### config.mk
export PLATFORM = sky130hd
export DESIGN_NAME = seven_seg_scan_driver
export DESIGN_NICKNAME = d
export VERILOG_FILES = /design/src/rtl/seven_seg_pkg.sv /design/src/rtl/seven_seg_scan_driver_hex_to_seg.sv /design/src/rtl/seven_seg_scan_driver.sv
export SDC_FILE = /design/constraint.sdc
export NUM_CORES = 1
export LEC_CHECK = 0
export CORE_UTILIZATION = 53
export DETAILED_ROUTE_END_ITERATION = 8
export GPL_ROUTABILITY_DRIVEN = 0
export PLACE_DENSITY = 0.84
export SYNTH_ARGS = -nofsm -noshare
export SYNTH_HDL_FRONTEND = slang
export SYNTH_HIERARCHICAL = 1
export SYNTH_SLANG_ARGS = --single-unit
### constraint.sdc
create_clock -name CLK -period 2.97 [get_ports CLK]
set_clock_uncertainty 0.05 [all_clocks]
set_input_delay 0.297 -clock CLK [delete_from_list [all_inputs] [get_ports CLK]]
set_output_delay 0.297 -clock CLK [all_outputs]
set_load 0.05 [all_outputs]
### src/rtl/seven_seg_pkg.sv
// Shared definitions for the 7-segment scan driver.
//   seg_t           : active-low segment vector {g,f,e,d,c,b,a}
//   SEG_OFF, AN_OFF : all-dark segment / anode patterns
//   HEX_SEG_TABLE   : hex digit 0..F to active-low segment pattern
package seven_seg_pkg;

  typedef logic [6:0] seg_t;

  localparam seg_t       SEG_OFF = 7'h7F;
  localparam logic [3:0] AN_OFF  = 4'hF;

  // Packed so that HEX_SEG_TABLE[v] selects the pattern for digit v
  // (entry 0 is the rightmost field).
  localparam logic [15:0][6:0] HEX_SEG_TABLE = {
    7'h0E, 7'h06, 7'h21, 7'h46,   // F E d C
    7'h03, 7'h08, 7'h10, 7'h00,   // b A 9 8
    7'h78, 7'h02, 7'h12, 7'h19,   // 7 6 5 4
    7'h30, 7'h24, 7'h79, 7'h40    // 3 2 1 0
  };

endpackage

### src/rtl/seven_seg_scan_driver_hex_to_seg.sv
// hex_to_seg: combinational hex digit to active-low 7-segment decode.
//   hex : 4-bit digit value
//   seg : segment pattern {g,f,e,d,c,b,a}, active-low
module hex_to_seg
  import seven_seg_pkg::*;
(
  input  logic [3:0] hex,
  output seg_t       seg
);

  assign seg = HEX_SEG_TABLE[hex];

endmodule

### src/rtl/seven_seg_scan_driver.sv
// seven_seg_scan_driver: drives a 4-digit common-anode 7-segment display
// from an externally generated digit-select code. New data is staged in a
// pending buffer and committed only at the 3->0 frame boundary, and all
// anodes are held dark for BLANK_CYCLES clocks after each select change.
//
// Ports:
//   CLK      system clock
//   RST      synchronous active-high reset
//   SEL      digit-select code from the scan counter
//   LOAD     single-cycle strobe capturing DATA/DP_IN into the pending buffer
//   DATA     four hex digits, digit i = DATA[4i+3:4i], digit 0 rightmost
//   DP_IN    per-digit decimal point request, 1 = lit
//   PENDING  pending buffer not yet committed
//   AN       anode strobes, active-low
//   SEG      segments {g,f,e,d,c,b,a}, active-low
//   DP       decimal point, active-low
//
// Build option: define SEVEN_SEG_LZ_SUPPRESS_EN to blank leading zeros on
// digits 3..1 (digit 0 is always shown).
module seven_seg_scan_driver
  import seven_seg_pkg::*;
#(
  parameter int unsigned BLANK_CYCLES = 2   // 0..15
) (
  input  logic        CLK,
  input  logic        RST,
  input  logic [1:0]  SEL,
  input  logic        LOAD,
  input  logic [15:0] DATA,
  input  logic [3:0]  DP_IN,
  output logic        PENDING,
  output logic [3:0]  AN,
  output logic [6:0]  SEG,
  output logic        DP
);

  localparam logic [3:0] BLANK_INIT = 4'(BLANK_CYCLES);

  logic [1:0]  sel_reg;
  logic [3:0]  blank_cnt_reg, blank_cnt_next;
  logic [15:0] pend_data_reg, pend_data_next;
  logic [3:0]  pend_dp_reg, pend_dp_next;
  logic [15:0] disp_data_reg, disp_data_next;
  logic [3:0]  disp_dp_reg, disp_dp_next;
  logic        pending_reg, pending_next;
  logic [3:0]  an_reg, an_next;
  seg_t        seg_reg, seg_next;
  logic        dp_reg, dp_next;

  logic        sel_change;
  logic        commit;
  logic [1:0]  sel_next;
  logic [3:0]  digit_nibble;
  seg_t        dec_seg;
  logic        lz_blank;

  always_comb begin
    sel_change = (SEL != sel_reg);
    // Only a 3->0 step is a frame boundary; other jumps just re-blank.
    commit     = (sel_reg == 2'd3) && (SEL == 2'd0) && pending_reg;
    // After this edge sel_reg always equals SEL.
    sel_next   = SEL;

    disp_data_next = commit ? pend_data_reg : disp_data_reg;
    disp_dp_next   = commit ? pend_dp_reg   : disp_dp_reg;

    // A load on the boundary edge lands after the commit above, so the old
    // pending value is shown and the new one waits for the next frame.
    pend_data_next = LOAD ? DATA  : pend_data_reg;
    pend_dp_next   = LOAD ? DP_IN : pend_dp_reg;
    pending_next   = LOAD ? 1'b1 : (commit ? 1'b0 : pending_reg);

    if (sel_change)
      blank_cnt_next = BLANK_INIT;
    else if (blank_cnt_reg != 4'd0)
      blank_cnt_next = blank_cnt_reg - 4'd1;
    else
      blank_cnt_next = 4'd0;
  end

  // Decode looks at the post-update select and display buffer so a commit
  // or a select change is reflected on the same edge it happens.
  assign digit_nibble = disp_data_next[{sel_next, 2'b00} +: 4];

  hex_to_seg u_hex_to_seg (
    .hex (digit_nibble),
    .seg (dec_seg)
  );

`ifdef SEVEN_SEG_LZ_SUPPRESS_EN
  // upper_zero[i]: display digits i..3 are all zero.
  logic [3:0] upper_zero;
  for (genvar gi = 0; gi < 4; gi++) begin : g_upper_zero
    assign upper_zero[gi] = ~|disp_data_next[15:4*gi];
  end
  assign lz_blank = (sel_next != 2'd0) && upper_zero[sel_next];
`else
  assign lz_blank = 1'b0;
`endif

  always_comb begin
    an_next  = AN_OFF;
    seg_next = SEG_OFF;
    dp_next  = 1'b1;
    // A change edge loads BLANK_INIT, so a nonzero count already covers
    // the "change with blanking enabled" case.
    if (blank_cnt_next == 4'd0) begin
      an_next  = ~(4'b0001 << sel_next);
      seg_next = lz_blank ? SEG_OFF : dec_seg;
      dp_next  = ~disp_dp_next[sel_next];
    end
  end

  always_ff @(posedge CLK) begin
    if (RST) begin
      sel_reg       <= 2'd0;
      blank_cnt_reg <= BLANK_INIT;
      pend_data_reg <= '0;
      pend_dp_reg   <= '0;
      disp_data_reg <= '0;
      disp_dp_reg   <= '0;
      pending_reg   <= 1'b0;
      an_reg        <= AN_OFF;
      seg_reg       <= SEG_OFF;
      dp_reg        <= 1'b1;
    end else begin
      sel_reg       <= sel_next;
      blank_cnt_reg <= blank_cnt_next;
      pend_data_reg <= pend_data_next;
      pend_dp_reg   <= pend_dp_next;
      disp_data_reg <= disp_data_next;
      disp_dp_reg   <= disp_dp_next;
      pending_reg   <= pending_next;
      an_reg        <= an_next;
      seg_reg       <= seg_next;
      dp_reg        <= dp_next;
    end
  end

  assign PENDING = pending_reg;
  assign AN      = an_reg;
  assign SEG     = seg_reg;
  assign DP      = dp_reg;

endmodule

Run 1, cell density map:
The bar under the picture is 20 µm long. The die is cut into 7 by 7 equal tiles; white is low, dark blue is high, 0 to 100% covered.
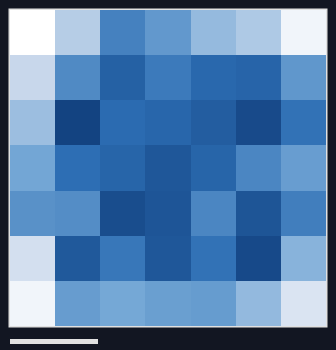
mean over tiles: 61%
densest ninth of the die: middle
nearly empty tiles: 2.0%
floorplan core density: 54.8%
final core occ: 68.1%

Run 1, cell outlines without signal wires:
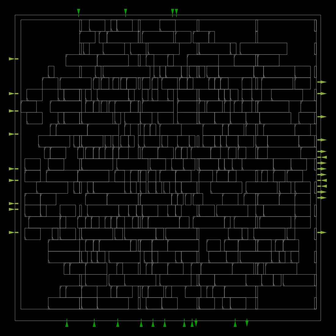
fill cell count: 392
non-filler cells, final: 399
row cnt: 25

==> deck_impl_summary.md, run 1 <==
Implementation Results

Worst setup path
  • CP cell instances: clkdlybuf4s50_1, nor2_4, and4_1, mux2i_1, a32o_1, inv_1, ha_1, inv_1, mux4_2, nand2b_1
  • Worst R2R Setup Slack: 510 ps
  • Critical path endpoint: SEG[3]$_SDFF_PP1_
  • Reg2reg start: sel_reg[1]$_SDFF_PP0_
  • Crit Path Category: in2reg
  • Crit path largest cell delay: 460 ps
  • WP buf/inv: 3
  • Crit path max-delay family: multiplexers
  • FF-to-FF End: SEG[3]$_SDFF_PP1_

Power and ir drop
  • Pleak: 1.24 nW
  • Switching Fraction: 22.5%
  • Flop pwr share: 45.9%
  • Pwr dens: 563 nW/µm²
  • NetSw: 0.408 mW

Clock network
  • Hold buffer count at cts: 0
  • Num CTS Buffers: 9
  • CTS tree: built
  • Post_cts resized: 0

Final timing
  • Worst slew pin tran: 499 ps
  • Endpoints failing setup: 0
  • Final Critical Period: 2610 ps
  • F_max: 383 MHz
  • Worst hold slack: 402 ps

Floorplanning
  • Die Width: 71.9 µm
  • I/O pins: 38
  • Core Region: 4720 µm²

Global routing
  • Largest net degree at the start of global routing: 44
  • Grt met1 use: 23.5%
  • Vias in the first global route: 1880
  • Antenna violations before repair: 0
  • Grt total ovfl: 0
  • First-pass GRT wire length: 8220 µm

Synth
  • Post-synthesis chip area from yosys: 2590 µm²
  • Syn. warnings: 6
  • Registers, synthesis: 59
  • Top cells, area: dfxtp_1 46%, mux2i_1 13%, nor2_1 6.5%
  • Syn_nets: 322
  • Syn Inst Count: 290
  • Post-synth seq share: 45.7%
  • Top-area cell type share of the netlist area: 45.7%
  • Number of unique standard cell types used by synthesis: 34

Routing
  • Metal3 WL: 184 µm
  • Vias: 2037
  • Drt drc: 0

Finish
  • Antenna cell count: 0
  • Layout cell share with drive strength beyond 1: 9.64%
  • Top Layout Cells: 59 x dfxtp_1, 45 x nor2_1, 41 x nand2_1, 37 x clkdlybuf4s50_1, 34 x mux2i_1
  • Final #Nets: 359

Place
  • DP Wirelength: 3170 µm
  • Port Buffers: 37
  • Area post-placement: 3000 µm²
  • Inst Count DP: 383

Status
  • Outcome: completed
Run 1, register map, names as in the netlist:
The bar under the picture is 20 µm long.
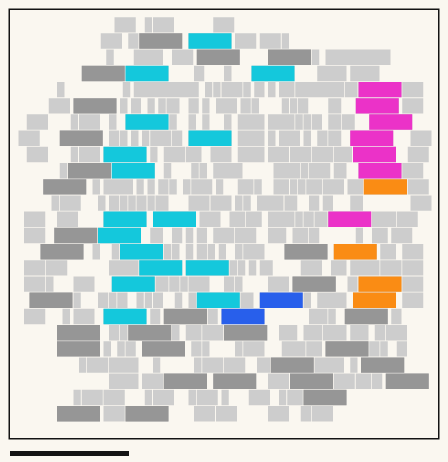
[cyan] disp_data_reg | placed flops: 16
[blue] sel_reg | placed flops: 2
[orange] AN | placed flops: 4 | where: right middle
[magenta] SEG | placed flops: 7
not colored: 30
Flop+latch power: 0.831 mW
sequential share of cell area: 36.7%
register cell area after layout: 1180 µm²

run 1: synth_stat cells:
master and count:
mux4_2 1, nor2_4 1, nand3_1 2, nand2b_1 12, or4b_2 1, buf_6 5, ha_1 7, inv_2 1
buf_1 1, o311ai_1 1, nand2_1 41, a32o_1 5, nor3_1 3, xor2_1 2, a21oi_1 28, mux2i_1 34
and4_1 1, nor3b_1 1, nor2_1 45, buf_2 6, or3_4 1, clkbuf_1 10, o211ai_1 1, a211o_1 1
dfxtp_1 59, o21ai_0 3, nand4_1 1, inv_1 7, nor2b_1 3, o31ai_1 1, mux2_2 1, nor2b_4 1
nand3b_1 2, o21ai_1 1
run 1: final cells by class:
type	count	area share (%)
Timing Repair Buffer	48	14.1
Inverter	8	0.934
Clock inverter	4	2.30
Sequential cell	59	36.7
Clock buffer	12	4.52
Tap cell	67	2.61
Multi-Input combinational cell	201	38.8
run 1: kinds of logic after synthesis:
| logic type | count (synthesis) | synth area share, % |
|---|---|---|
| xor+xnor | 2 | 0.677 |
| compound gates | 41 | 9.39 |
| simple gates | 115 | 20.3 |
| flops | 59 | 45.7 |
| mux | 36 | 14.5 |
| buf+inv | 30 | 6.10 |
| fa+ha+maj | 7 | 3.39 |
run 1: power groups by stage:
| stage | clock, mW | combinational (mW) | sequential [mW] |
|---|---|---|---|
| floorplan | 0 | 0.116 | 0.852 |
| global placement | 0 | 0.179 | 0.847 |
| detailed placement | 0 | 0.184 | 0.847 |
| CTS | 0.809 | 0.185 | 0.830 |
| global route | 0.841 | 0.203 | 0.832 |
| finish | 0.796 | 0.184 | 0.831 |
run 1: worst reg2reg max path, stage by stage, from the launching register on:
cell and delay, ps:
dfxtp_1 410, and4_1 390, mux2i_1 240, a32o_1 210, inv_1 100, ha_1 280, inv_1 50, mux4_2 460
nand2b_1 160
==> run 2: changes to the inputs <==
--- a/config.mk
+++ b/config.mk
@@ -11,2 +11,3 @@
 export PLACE_DENSITY = 0.84
+export SKIP_CTS_REPAIR_TIMING = 1
 export SYNTH_ARGS = -nofsm -noshare
==> constraint.sdc (replaced) <==
create_clock -name CLK -period 2.97 [get_ports CLK]
set_clock_uncertainty 0.05 [all_clocks]
set_input_delay 0.594 -clock CLK [delete_from_list [all_inputs] [get_ports CLK]]
set_output_delay 0.594 -clock CLK [all_outputs]
set_load 0.05 [all_outputs]
Run 2, cell outlines without signal wires:
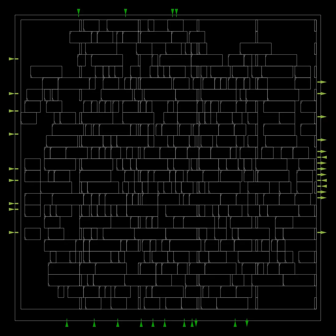
non-filler cells, final: 403
sequential share of cell area: 36.8%

Run 2, PDN straps and rails:
The bar under the picture is 20 µm long. Pins as bars on the die edge. Tap cells in gray.
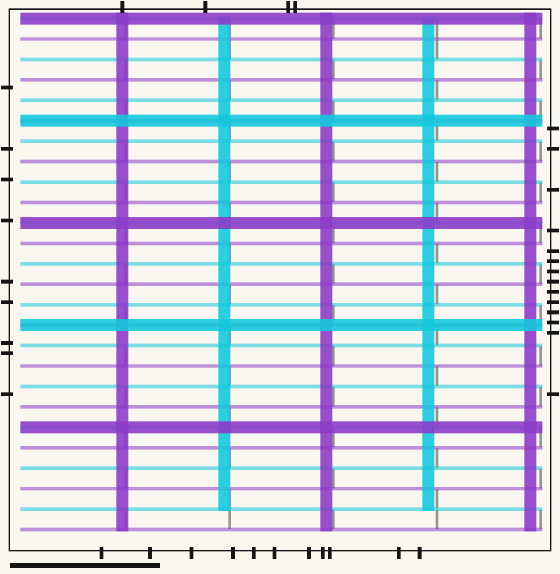
[cyan] VDD
[purple] VSS
met1 rails: 26
tap cells: 67
met5 straps: 5
rows: 25
signal pins: 38
Max VDD drop: 301 µV
Die H: 71.9 µm
Die Width: 71.9 µm
Core Region: 4720 µm²

Run 2, cell density map:
The bar under the picture is 20 µm long. The die is cut into 7 by 7 equal tiles; white is low, dark blue is high, 0 to 100% covered.
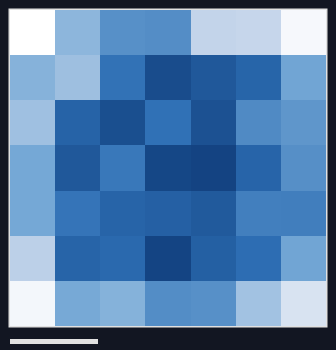
fullest tile: 92%
tiles over 75% full: 37%
nearly empty tiles: 2.0%
densest ninth of the die: middle
mean over tiles: 61%
emptiest ninth of the die: top left
final core occ: 67.9%

==> deck_impl_summary.md, run 2 <==
Implementation Results

Synth
  • Number of unique standard cell types used by synthesis: 34 (unchanged)
  • Top cells, area: dfxtp_1 46%, mux2i_1 13%, nor2_1 6.5%
  • Post-synth ARST share: 0% (unchanged)
  • Registers, synthesis: 59 (unchanged)
  • Post-synthesis chip area from yosys: 2590 µm² (unchanged)
  • Syn Inst Count: 290 (unchanged)
  • Top-area cell type share of the netlist area: 45.7% (unchanged)
  • Syn_nets: 322 (unchanged)
  • Post-synth seq share: 45.7% (unchanged)
  • Top FF cell, synth: dfxtp_1

Final timing
  • Endpoints failing setup: 0 (unchanged)
  • Worst slew pin tran: 495 ps (-4.23 ps)
  • Worst hold slack: 400 ps (-2.25 ps)
  • Final Critical Period: 2820 ps (+208 ps)
  • F_max: 355 MHz (-7.4%)

Routing
  • Drt drc: 0 (unchanged)

Global routing
  • First-pass GRT wire length: 7910 µm (-3.9%)
  • Antenna violations before repair: 0 (unchanged)
  • Vias in the first global route: 1864 (-0.85%)
  • Largest net degree at the start of global routing: 44 (unchanged)

Worst setup path
  • Crit path max-delay family: multiplexers
  • CP cell instances: clkdlybuf4s50_1, nor2_4, and4_2, mux2i_1, a32o_1, inv_1, ha_1, inv_1, mux4_2, nand2b_1
  • Crit Path Category: in2reg
  • Reg2reg start: sel_reg[1]$_SDFF_PP0_
  • WP buf/inv: 3 (unchanged)
  • Worst R2R Setup Slack: 620 ps (+110 ps)

Power and ir drop
  • Pwr dens: 510 nW/µm² (-9.4%)
  • Switching Fraction: 24.7% (+2.2 points)
  • Flop pwr share: 50.7% (+4.8 points)
  • NetSw: 0.404 mW (-0.88%)

Status
  • Outcome: completed

Clock network
  • CTS tree: built

Place
  • DP Wirelength: 3250 µm (+2.5%)
  • Inst Count DP: 387 (+1.0%)
  • Port Buffers: 37 (unchanged)

Finish
  • Layout cell share with drive strength beyond 1: 11.3% (+1.7 points)
  • Top Layout Cells: 59 x dfxtp_1, 45 x nor2_1, 41 x nand2_1, 37 x clkdlybuf4s50_1, 34 x mux2i_1

Floorplanning
  • Floorplan core density: 54.8% (unchanged)
run 2: cell counts after synthesis:
No cell type changed its count.
run 2: stage by stage:
step                      power, mW  utilization (%)
after floorplan               0.968                -
after global routing           1.70             67.9
final                          1.64             67.9
after CTS                      1.65             67.9
after detailed placement       1.04             64.3
after global placement         1.03             64.3
run 2: layout make-up:
class                           count  area [µm²]
Clock buffer                       11         141
Clock inverter                      5        28.8
Fill cell                         373        1510
Inverter                            8        30.0
Multi-Input combinational cell    201        1250
Sequential cell                    59        1180
Tap cell                           67        83.8
Timing Repair Buffer               52         495
run 2: logic make-up (layout without fill, tap and decap cells):
logic type      count (synthesis)  after routing  share of synthesized area, %
fa+ha+maj                       7              7                          3.39
mux                            36             36                          14.5
simple gates                  115            115                          20.3
flops                          59             59                          45.7
xor+xnor                        2              2                         0.677
buf+inv                        30             76                          6.10
compound gates                 41             41                          9.39
run 2: power groups by stage:
stage | Clock, mW | Combinational (mW) | Sequential, mW
after floorplan | 0 | 0.116 | 0.852
after global placement | 0 | 0.186 | 0.847
after detailed placement | 0 | 0.191 | 0.847
after CTS | 0.630 | 0.191 | 0.830
after global routing | 0.662 | 0.210 | 0.832
final | 0.617 | 0.190 | 0.830
run 2: tightest hold or removal path: stages (launching register included):
cell and delay [ps]:
dfxtp_1 300, nand2_1 50, a21oi_1 50
run 2: metal layers:
layer / part of all wire, % / global-route usage (%)
met5: 0 / 0
met4: 2.1 / 10.5
met3: 4.4 / 5.20
met2: 49 / 34.6
met1: 44 / 22.4
run 2: path summary, 6_finish.rpt:
path / depth (start not counted) / endpoint
min: 2 / disp_data_reg[12]$_SDFF_PP0_
max: 10 / SEG[3]$_SDFF_PP1_
max reg2reg: 8 / SEG[3]$_SDFF_PP1_
min reg2reg: 2 / disp_data_reg[12]$_SDFF_PP0_
No activity file was given, so power comes from the tool's default toggle rates.
